--- config.mk ---
export PLATFORM = sky130hd
export DESIGN_NAME = cordic_arbiter
export DESIGN_NICKNAME = d
export VERILOG_FILES = /design/src/rtl/cordic_arbiter.sv
export SDC_FILE = /design/constraint.sdc
export NUM_CORES = 1
export LEC_CHECK = 0
export ABC_AREA = 1
export CORE_UTILIZATION = 43
export CTS_CLUSTER_SIZE = 25
export DETAILED_ROUTE_END_ITERATION = 8
export PLACE_DENSITY = 0.92
export REMOVE_ABC_BUFFERS = 1
export SLEW_MARGIN = 30
export SYNTH_ARGS = -nofsm -noshare
export SYNTH_HDL_FRONTEND = slang
export SYNTH_SLANG_ARGS = --single-unit
export TNS_END_PERCENT = 20
--- constraint.sdc ---
create_clock -name clk -period 3.9 [get_ports clk]
set_input_delay 0.585 -clock clk [delete_from_list [all_inputs] [get_ports clk]]
set_output_delay 0.585 -clock clk [all_outputs]
set_load 0.02 [all_outputs]
--- src/rtl/cordic_arbiter.sv ---
// Round-robin arbiter sharing one cordic core between two requesters,
// with a done-timeout watchdog that aborts a stuck transaction.
module cordic_arbiter #(
  parameter int unsigned THETA_W  = 23,
  parameter int unsigned RESULT_W = 22,
  parameter int unsigned TIMEOUT  = 64
) (
  input  logic                clk,
  input  logic                reset,
  input  logic                clk_en,
  input  logic [1:0]          req_valid,
  input  logic [THETA_W-1:0]  req_theta0,
  input  logic [THETA_W-1:0]  req_theta1,
  output logic [1:0]          req_ready,
  output logic [1:0]          rsp_valid,
  output logic                rsp_err,
  output logic [RESULT_W-1:0] rsp_result,
  output logic                busy,
  output logic                core_start,
  output logic [THETA_W-1:0]  core_theta,
  input  logic                core_done,
  input  logic [RESULT_W-1:0] core_result
);

  localparam int unsigned TIMER_W = $clog2(TIMEOUT);
  localparam logic [TIMER_W-1:0] TIMER_LAST = TIMER_W'(TIMEOUT - 1);

  typedef enum logic [1:0] {
    S_IDLE  = 2'd0,
    S_ISSUE = 2'd1,
    S_WAIT  = 2'd2,
    S_RESP  = 2'd3
  } state_e;

  state_e              state_q, state_d;
  logic [TIMER_W-1:0]  timer_q, timer_d;
  logic                last_grant_q, last_grant_d;
  logic                owner_q, owner_d;
  logic [THETA_W-1:0]  core_theta_q, core_theta_d;
  logic [RESULT_W-1:0] rsp_result_q, rsp_result_d;
  logic                rsp_err_q, rsp_err_d;
  logic [1:0]          rsp_valid_q, rsp_valid_d;
  logic                core_start_q, core_start_d;
  logic                busy_q, busy_d;

  logic                grant_c;
  logic [1:0]          ready_c;

  // Grant selection: a lone requester wins, contention alternates away from last winner.
  always_comb begin
    grant_c = 1'b0;
    case (req_valid)
      2'b01:   grant_c = 1'b0;
      2'b10:   grant_c = 1'b1;
      2'b11:   grant_c = ~last_grant_q;
      default: grant_c = 1'b0;
    endcase
    ready_c = 2'b00;
    if ((state_q == S_IDLE) && clk_en && reset && (|req_valid)) begin
      ready_c = grant_c ? 2'b10 : 2'b01;
    end
  end

  always_comb begin
    state_d      = state_q;
    timer_d      = timer_q;
    last_grant_d = last_grant_q;
    owner_d      = owner_q;
    core_theta_d = core_theta_q;
    rsp_result_d = rsp_result_q;
    rsp_err_d    = rsp_err_q;
    rsp_valid_d  = 2'b00;
    core_start_d = 1'b0;

    case (state_q)
      S_IDLE: begin
        if (|req_valid) begin
          core_theta_d = grant_c ? req_theta1 : req_theta0;
          owner_d      = grant_c;
          last_grant_d = grant_c;
          core_start_d = 1'b1;
          state_d      = S_ISSUE;
        end
      end
      S_ISSUE: begin
        timer_d = '0;
        state_d = S_WAIT;
      end
      S_WAIT: begin
        // Done takes precedence over a coincident timeout.
        if (core_done) begin
          rsp_result_d = core_result;
          rsp_err_d    = 1'b0;
          rsp_valid_d  = owner_q ? 2'b10 : 2'b01;
          state_d      = S_RESP;
        end else if (timer_q == TIMER_LAST) begin
          rsp_result_d = '0;
          rsp_err_d    = 1'b1;
          rsp_valid_d  = owner_q ? 2'b10 : 2'b01;
          state_d      = S_RESP;
        end else begin
          timer_d = timer_q + TIMER_W'(1);
        end
      end
      S_RESP: begin
        state_d = S_IDLE;
      end
      default: begin
        state_d = S_IDLE;
      end
    endcase

    busy_d = (state_d != S_IDLE);
  end

  // Disabled cycles freeze everything, so a pending start pulse stretches.
  always_ff @(posedge clk) begin
    if (!reset) begin
      state_q      <= S_IDLE;
      timer_q      <= '0;
      last_grant_q <= 1'b1;
      owner_q      <= 1'b0;
      core_theta_q <= '0;
      rsp_result_q <= '0;
      rsp_err_q    <= 1'b0;
      rsp_valid_q  <= 2'b00;
      core_start_q <= 1'b0;
      busy_q       <= 1'b0;
    end else if (clk_en) begin
      state_q      <= state_d;
      timer_q      <= timer_d;
      last_grant_q <= last_grant_d;
      owner_q      <= owner_d;
      core_theta_q <= core_theta_d;
      rsp_result_q <= rsp_result_d;
      rsp_err_q    <= rsp_err_d;
      rsp_valid_q  <= rsp_valid_d;
      core_start_q <= core_start_d;
      busy_q       <= busy_d;
    end
  end

  assign req_ready  = ready_c;
  assign rsp_valid  = rsp_valid_q;
  assign rsp_err    = rsp_err_q;
  assign rsp_result = rsp_result_q;
  assign busy       = busy_q;
  assign core_start = core_start_q;
  assign core_theta = core_theta_q;

endmodule
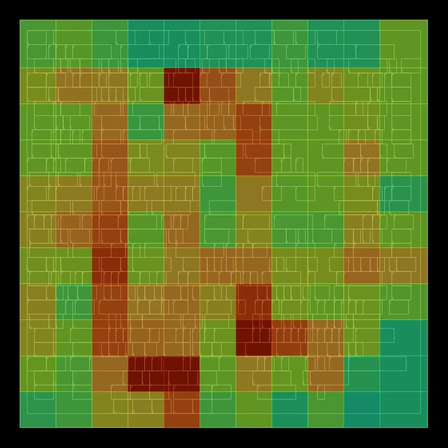
**Above:** run 1 (congestion heat map).
GR Util All Layers: 23.55%
global routing usage on met2: 37.81%

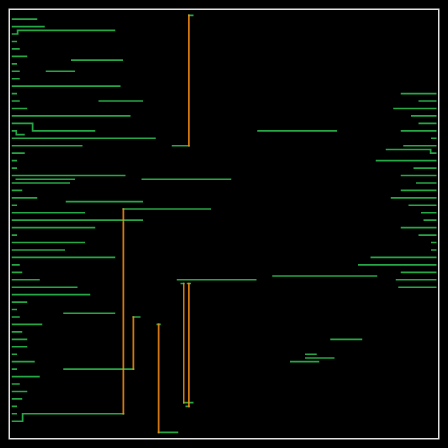
**Above:** run 1 (signal wires by layer).
Only two layers are drawn.
legend:
  green:
    layer: metal 3
    wire_length: 689 µm
  orange:
    layer: metal 4
    wire_length: 135 µm
drt total wl: 6.669 mm
drt wl/cell: 12.28 µm
via count: 2649

==> metrics.csv, run 1 <==
metric,value,unit
outcome,"complete, no violations",
htreeDepth,3,
fp.dieH,78.17,µm
switchingPower,371.0,µW
crit_required,3310,ps
post_dp_cell_area,3779,µm²
hp-class,register to register,
p_seq_share,43.4,%
syn_inst,341,
r2r_end,rsp_valid[0],
cp-startpoint,clk_en,
finalPower,1529,µW
power_density,382.6,nW/µm²
grt_pass1_wl,11.23,mm
place.port_buffers,125,
worst_slack,612.2,ps
hold_start,rsp_err,
grt_max_degree,31,
setup_viol,0,
ios,126,
via_per_inst,4.878,
critPathMaxFanout,16,
netlist_area,2495,µm²
clk_latency,320,ps
clkTransAtPathRegs,70,ps
fin_crit,3288,ps
fin_nets,545,
gr-total-overflow,0,
dp_hpwl,4.872,mm
tool_warnings,29,
top_cell_area_share,48.14,%
antennaDiodeCount,0,
hold_violations,0,
cap_violations,0,
cts_buffers,9,
antenna_found_initial,0,
top_cells_by_area,"dfxtp_1 (48%), nand2_1 (20%), a21oi_1 (6.8%), nand3_1 (5.0%), inv_1 (2.9%)",
worst_pin_slew,871.1,ps
worst-path-buf-inv,4,
crit_path_max_incr_delay,660,ps
r2r_start,timer_q[0],
cp_slowest_cell,clkdlybuf4s50_1,
holdPathEnd,rsp_err,
end_kind,primary output,
p_sw_share,24.27,%
rows,27,
p_int,1158,µW
combGateArea,1135,µm²
comb-power,263,µW
ys.flops,60,
place_ws,624.1,ps
drt-initial-drc-count,153,
cellLeakagePower,0.001550,µW
worstSetupStartpointType,input pin,
ant_nets,0,
yosysCellCount,341,
rsz0062_at_grt,false,
clock_power,603,µW
hold_slack,445.6,ps
grt_pass1_vias,2509,
drive_gt1_share,6.157,%
ir_drop,0.4017,mV
layout_top_cells,"nand2_1 (134), clkdlybuf4s50_1 (125), dfxtp_1 (60), a21oi_1 (34), nand3_1 (25)",
avgSynthCellArea,7.316,µm²
p_clk_share,39.4,%
ys_seq_share,48.14,%
slew_violations,0,
fillers,443,
yosysTopAreaCell,dfxtp_1,
dr.pass1.iters,5,
drc,0,
die_w,78.17,µm
r2r_cells,7,
finalInstanceArea,3995,µm²
syn2layout_area_growth,60.13,%
cts_tree,done,
finalClockPeriodUsage,84.30,%
ys_types,21,
critical-path-top-delay-family,buffers and inverters,
combPwrFrac,17.2,%
max_freq,304.2,MHz
crit_chain,"clkdlybuf4s50_1, nand2_2, nor2_4, nand2_4, inv_2, nand2_2, inv_2, clkdlybuf4s50_1",
fp-utilization,45.03,%
power_leader,sequential cells,
setup_total_negative_slack,0,ps
dp_cells,527,
critPathKind,input pin to primary output,
arrival,2700,ps
whs_path_depth,2,
clock_sinks,60,
coreArea,5540,µm²
ctsResizeCount,0,
design.die.area,6111,µm²
clock_skew,5.913,ps
post_cts_buffers,0,
max_slew_margin,41.77,%
yosys_area,2495,µm²
yosysWarnings,0,
clockBufferDepth,2,
clk_root_buffer_cell,clkbuf_8,
hold_buffers,0,
gp_congestion,0.7909,
reg2reg_slack,1720,ps
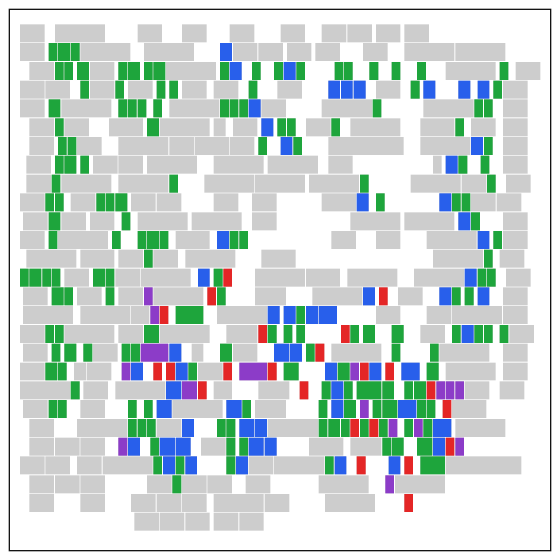
**Above:** run 1 (logic cells by family).
legend:
  blue:
    family: inverting AOI/OAI gates
    cells: 58
    most_used: a21oi_1
  green:
    family: NAND gates
    cells: 166
    most_used: nand2_1
    where: all over the die
  red:
    family: inverters
    cells: 23
    most_used: inv_1
  purple:
    family: NOR gates
    cells: 16
    most_used: nor2_1
final cell count without fillers: 543
Commonest Layout Cell: nand2_1
combinational share of cell area: 28.41%

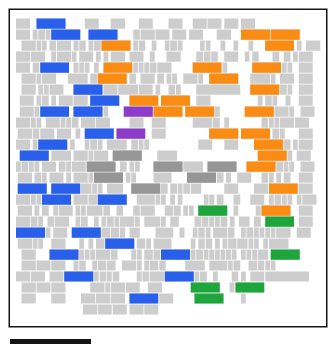
**Above:** run 1 (register map, names as in the netlist).
The bar under the picture is 20 µm long. Other sequential cells in the stronger gray, the rest of the logic in the fainter gray.
legend:
  green:
    netlist_name: timer_q
    flops: 6
  blue:
    netlist_name: core_theta
    flops: 23
  purple:
    netlist_name: rsp_valid
    flops: 2
  orange:
    netlist_name: rsp_result
    flops: 22
not colored: 7
Util after Layout: 72.11%
sequential power: 663 µW
FF+latch area: 1201 µm²
flop share of the area: 30.07%

[run 1: metal layers]
metal | global-route usage (%) | routed length (µm) | vias to the layer above
li1 | - | - | 1344
met5 | 0 | 0 | -
met1 | 26.74 | 2646 | 1173
met2 | 37.81 | 3199 | 120
met3 | 10.12 | 689 | 12
met4 | 11.48 | 134 | 0
[run 1: cells in the mapped netlist]
library cell / number
dfxtp_1: 60
nor2_4: 2
nor2_1: 13
nand2_4: 1
inv_1: 19
a21boi_0: 1
inv_2: 4
nand2_2: 2
clkbuf_1: 4
buf_6: 2
o21bai_1: 3
a21oi_1: 34
buf_2: 7
nand3_1: 25
nand2_1: 134
o21ai_0: 12
nand3_2: 2
nand4_1: 2
a31oi_1: 8
ha_1: 5
nor2_2: 1
[run 1: worst max-delay path by stage]
stage | to | depth (start not counted)
2_1_floorplan | req_ready[1] | 8
3_3_place_gp | req_ready[1] | 8
3_5_place_dp | req_ready[1] | 8
4_1_cts | req_ready[1] | 8
5_1_grt | req_ready[1] | 8
6_report | req_ready[1] | 8
[run 1: flip-flops by register name (all words and copies together) (netlist names)]
register and cells:
state_q 2, busy 1, core_theta 23, rsp_valid 2
timer_q 6, owner_q 1, last_grant_q 1, rsp_err 1
core_start 1, rsp_result 22
[run 1: logic make-up (layout without fill, tap and decap cells)]
| kind of cell | count (synthesis) | count (layout) | synth area share [%] |
|---|---|---|---|
| compound gates | 58 | 58 | 12.44 |
| fa+ha+maj | 5 | 5 | 2.508 |
| flops | 60 | 60 | 48.14 |
| simple gates | 182 | 182 | 30.54 |
| buf+inv | 36 | 166 | 6.369 |
[run 1: final cells by class]
cell class,instances,share of cell area (%)
timing repair buffer,127,31.69
sequential,60,30.07
multi-input combinational,245,28.41
clock buffer,11,3.539
tap,72,2.255
inverter,23,2.161
clock inverter,5,1.879
**Run 1: drive-strength map**

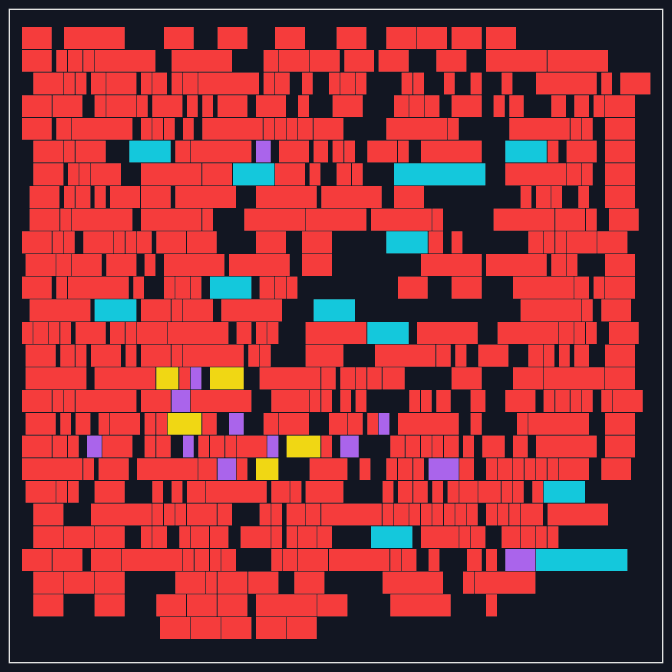

==> run 2: changes to the inputs <==
--- a/config.mk
+++ b/config.mk
@@ -6,10 +6,10 @@
 export NUM_CORES = 1
 export LEC_CHECK = 0
 export ABC_AREA = 1
-export CORE_UTILIZATION = 43
+export CORE_UTILIZATION = 36
 export CTS_CLUSTER_SIZE = 25
 export DETAILED_ROUTE_END_ITERATION = 8
-export PLACE_DENSITY = 0.92
+export PLACE_DENSITY = 0.83
 export REMOVE_ABC_BUFFERS = 1
 export SLEW_MARGIN = 30
 export SYNTH_ARGS = -nofsm -noshare
==> constraint.sdc (replaced) <==
create_clock -name clk -period 3 [get_ports clk]
set_input_delay 0.45 -clock clk [delete_from_list [all_inputs] [get_ports clk]]
set_output_delay 0.45 -clock clk [all_outputs]
set_load 0.02 [all_outputs]
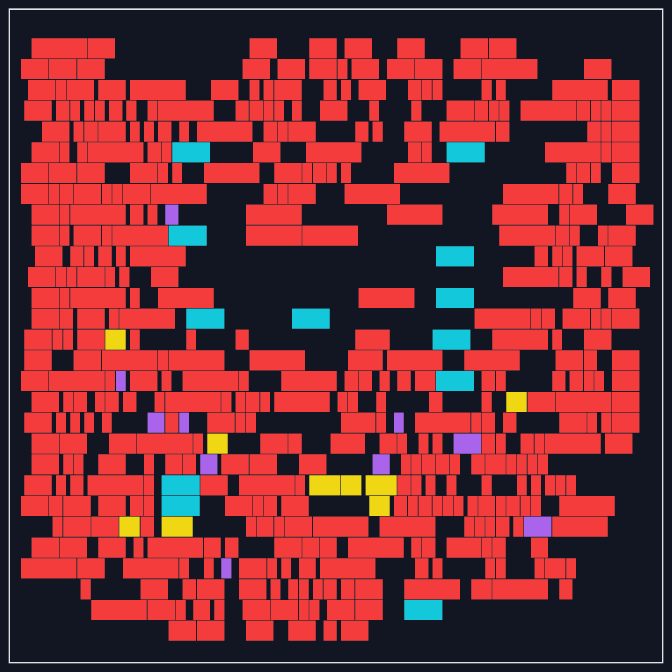
**Above:** run 2 (drive-strength map).
legend:
  yellow:
    size: _3 and _4 cells
    cells: 9
    share: 1.9%
  red:
    size: _0 and _1 cells
    cells: 444
    share: 93%
  purple:
    size: _2 cells
    cells: 10
    share: 2.1%
  cyan:
    size: _6 and larger
    cells: 12
    share: 2.5%
area grow syn2layout: 60.18%
final worst setup slack: 391.3 ps

==> metrics.csv, run 2 <==
metric,value,unit
outcome,"complete, no violations",
fin_crit,2609,ps
yosysWarnings,0,
dp_hpwl,5.142,mm
cellLeakagePower,0.001551,µW
htreeDepth,3,
top_cells_by_area,"dfxtp_1 (48%), nand2_1 (20%), a21oi_1 (6.8%), nand3_1 (5.0%), inv_1 (2.9%)",
clockBufferDepth,2,
r2r_cells,9,
antennaDiodeCount,0,
arrival,2160,ps
critPathKind,input pin to primary output,
rows,29,
yosys-top-cells-count,"nand2_1 (134), dfxtp_1 (60), a21oi_1 (34)",
crit_chain,"clkdlybuf4s50_1, nand2_2, nor2_4, nand2_4, inv_2, nand2_2, inv_2, clkdlybuf4s50_1",
drt-initial-drc-count,80,
dp_cells,536,
drive_gt1_share,6.526,%
adder_share,2.508,%
clk_root_buffer_cell,clkbuf_8,
grt_pass1_vias,2604,
worst_pin_slew,699.4,ps
synth.area.mux_share,0,%
hold_start,rsp_err,
p_clk_share,35.2,%
yosys_area,2495,µm²
fillers,576,
ant_nets,0,
xor_area_share,0,%
r2r_start,state_q[0],
top_cell,nand2_1,
ctsResizeCount,0,
whs_path_depth,2,
dr.pass1.iters,5,
setup_viol,0,
ys_sh_simple,30.54,%
tool_warnings,28,
p_int,1390,µW
final_core_util,61.19,%
die_w,85.25,µm
p_sw_share,25.43,%
worst-path-buf-inv,4,
ios,126,
syn_inst,341,
worstSetupStartpointType,input pin,
via_per_inst,4.835,
cp_slowest_cell,clkdlybuf4s50_1,
grt_max_degree,31,
max_slew_margin,53.32,%
finalInstanceArea,3996,µm²
critical-path-top-delay-family,buffers and inverters,
fp.dieH,85.25,µm
gp_congestion,0.7891,
async_flop_share,0,%
lay_top_count,nand2_1,
ir_drop,0.2729,mV
largest_register_ffs,23,
rsz0062_at_grt,false,
wl_per_cell,12.46,µm
hold_slack,448.3,ps
ys_top_logic_family,simple AND/OR/NAND/NOR gates,
clock_skew,6.951,ps
fp-utilization,38.20,%
via_count,2669,
yosysCellCount,341,
power_density,466.4,nW/µm²
clk_latency,320,ps
coreArea,6531,µm²
slew_violations,0,
fin_nets,549,
synth-compound-area-share,12.44,%
crit_path_max_incr_delay,600,ps
holdPathEnd,rsp_err,
reg2reg_slack,1020,ps
ys.flops,60,
==> run 2: tightest hold or removal path: cells and delay by family (launching register included) <==
kind            cells  cell delay [ps]
buf+inv             1               50
compound gates      1               50
flops               1              310
==> run 2: power by group through the flow <==
| stage | clock (µW) | sequential [µW] | combinational, µW |
|---|---|---|---|
| after floorplan | 0 | 918 | 99.9 |
| after global placement | 0 | 877 | 342 |
| after detailed placement | 0 | 879 | 347 |
| after CTS | 684 | 862 | 348 |
| after global routing | 721 | 866 | 376 |
| final | 656 | 862 | 346 |
==> run 2: how the worst max path moves through the flow <==
stage                       from            to  slack [ps]  depth (start not counted)
detailed placement  req_valid[1]  req_ready[1]         400                          6
finish                    clk_en  req_ready[1]         390                          8
floorplan             state_q[0]  req_ready[1]        1240                          8
global route        req_valid[0]  req_ready[1]         300                          7
CTS                 req_valid[0]  req_ready[1]         380                          7
global placement          clk_en  req_ready[1]         400                          8
==> run 2: cell type report <==
type | instances | share of cell area (%)
multi-input cells | 245 | 28.40
inverters | 23 | 2.160
flip-flops and latches | 60 | 30.06
clock buffers | 15 | 4.415
clock inverters | 1 | 0.1252
repair buffers | 131 | 32.44
well taps | 77 | 2.411
==> run 2: layer usage <==
layer | vias up | global-route usage, % | wire length (µm)
met3 | 6 | 7.782 | 580
met2 | 111 | 34.24 | 3369
met5 | - | 0 | 0
met1 | 1194 | 21.31 | 2857
li1 | 1358 | - | -
met4 | 0 | 8.636 | 73
==> run 2: cells by family after synthesis <==
logic type | count (synthesis)
adder cells (fa/ha/maj) | 5
AND/OR/NAND/NOR | 182
AND-OR/OR-AND | 58
flip-flops | 60
buffers and inverters | 36
**Run 2: register map, names as in the netlist**

The bar under the picture is 20 µm long. Other sequential cells in the stronger gray, the rest of the logic in the fainter gray.
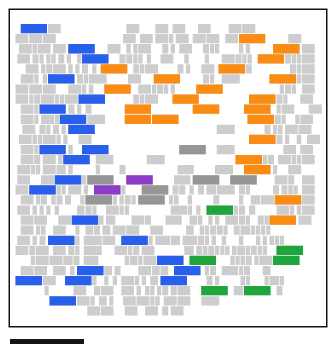

==> run 3: changes to the inputs <==
--- a/config.mk
+++ b/config.mk
@@ -6,6 +6,7 @@
 export NUM_CORES = 1
 export LEC_CHECK = 0
 export ABC_AREA = 1
+export CORE_MARGIN = 4
 export CORE_UTILIZATION = 36
 export CTS_CLUSTER_SIZE = 25
 export DETAILED_ROUTE_END_ITERATION = 8
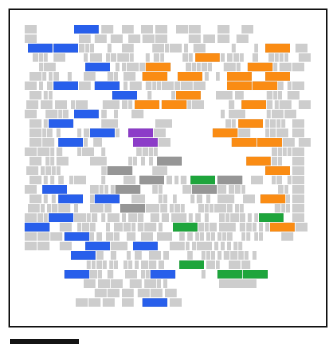
**Above:** run 3 (register map, names as in the netlist).
The bar under the picture is 20 µm long. Other sequential cells in the stronger gray, the rest of the logic in the fainter gray.
legend:
  green:
    netlist_name: timer_q
    flops: 6
  orange:
    netlist_name: rsp_result
    flops: 22
  purple:
    netlist_name: rsp_valid
    flops: 2
  blue:
    netlist_name: core_theta
    flops: 23
Util after Layout: 59.35%
flop share of the area: 29.95%
sequential power: 861 µW

==> metrics.csv, run 3 <==
metric,value,unit
combGateArea,1135,µm²
post_dp_cell_area,3826,µm²
top_cells_by_area,"dfxtp_1 (48%), nand2_1 (20%), a21oi_1 (6.8%), nand3_1 (5.0%), inv_1 (2.9%)",
top_layer_used,met4,
reg2reg_slack,940,ps
wl_per_cell,12.49,µm
finalClockPeriodUsage,88.28,%
edf_count,0,
worst_slack,351.5,ps
clock_sinks,60,
cap_violations,0,
fp-utilization,36.93,%
clock_skew,5.979,ps
power_density,469.4,nW/µm²
antennaDiodeCount,0,
outcome,"complete, no violations",
ys_types,21,
hold_start,rsp_err,
end_kind,primary output,
ys.flop_type,dfxtp_1,
worst_pin_slew,623.4,ps
clkTransAtPathRegs,60,ps
place_ws,352.3,ps
r2r_cells,8,
hold_buffers,0,
top_cell_area_share,48.14,%
via_count,2642,
rsz0062_at_grt,false,
r2r_end,rsp_valid[1],
wl_met1,2.868,mm
cellLeakagePower,0.001555,µW
post_cts_buffers,0,
gp_congestion,0.8188,
design.die.area,8327,µm²
drc,0,
fp.dieH,91.25,µm
hp-class,register to register,
setup_total_negative_slack,0,ps
yosys-top-cells-count,"nand2_1 (134), dfxtp_1 (60), a21oi_1 (34)",
max_slew_margin,58.39,%
fin_crit,2649,ps
largest_register_ffs,23,
htreeDepth,3,
ios,126,
drive_gt1_share,6.933,%
fin_nets,550,
layout_top_cells,"nand2_1 (134), clkdlybuf4s50_1 (125), dfxtp_1 (60), a21oi_1 (34), nand3_1 (25)",
hold_violations,0,
netlist_area,2495,µm²
syn2layout_area_growth,60.73,%
fillers,615,
max_freq,377.6,MHz
r2r_start,timer_q[0],
holdPathEnd,rsp_err,
gr-total-overflow,0,
cts_tree,done,
arrival,2200,ps
slew_violations,0,
wl,6.942,mm
grt_pass1_wl,11.39,mm
setup_viol,0,
critPathKind,input pin to primary output,
tool_warnings,28,
rows,30,
clockBufferDepth,2,
dp_hpwl,5.318,mm
ir_drop,0.2184,mV
drt-initial-drc-count,69,
syn_inst,341,
ys_seq_share,48.14,%
ctsResizeCount,0,
avgSynthCellArea,7.316,µm²
top_cell,nand2_1,
## run 3: cell type report
| cell class | count | area share, % |
|---|---|---|
| inverter | 23 | 2.153 |
| clock buffer | 11 | 3.276 |
| clock inverter | 5 | 1.310 |
| multi-input combinational | 245 | 28.30 |
| tap | 80 | 2.496 |
| timing repair buffer | 132 | 32.51 |
| sequential | 60 | 29.95 |
## run 3: layer usage
layer,vias to the layer above,track usage (%)
li1,1360,-
met1,1173,18.29
met2,96,29.00
met3,13,6.462
met4,0,7.663
met5,-,0
## run 3: where the power goes
group	internal (µW)	switching [µW]
clock	379	293
combinational	186	163
sequential	838	23.3
## run 3: cell families (layout without fill, tap and decap cells)
logic type	Yosys count	in the layout	synth area share, %
AND/OR/NAND/NOR	182	182	30.54
buffers and inverters	36	171	6.369
flip-flops	60	60	48.14
adder cells (fa/ha/maj)	5	5	2.508
AND-OR/OR-AND	58	58	12.44
## run 3: critical path, cell delays in order
cell,delay [ps]
clkdlybuf4s50_1,490
nand2_1,70
nand2_1,240
inv_2,170
nor2_4,150
clkdlybuf4s50_1,630
## run 3: stage by stage
| step | util (%) | hold slack [ps] | instances | power (µW) |
|---|---|---|---|---|
| after floorplan | - | 439.2 | 328 | 1018 |
| after global placement | 56.63 | 435.3 | 540 | 1222 |
| after detailed placement | 56.63 | 440.0 | 540 | 1228 |
| after CTS | 59.35 | 448.7 | 556 | 1911 |
| after global routing | 59.35 | 479.2 | 556 | 1975 |
| final | 59.35 | 445.1 | 556 | 1882 |
Power is estimated from default activity; no workload was simulated.
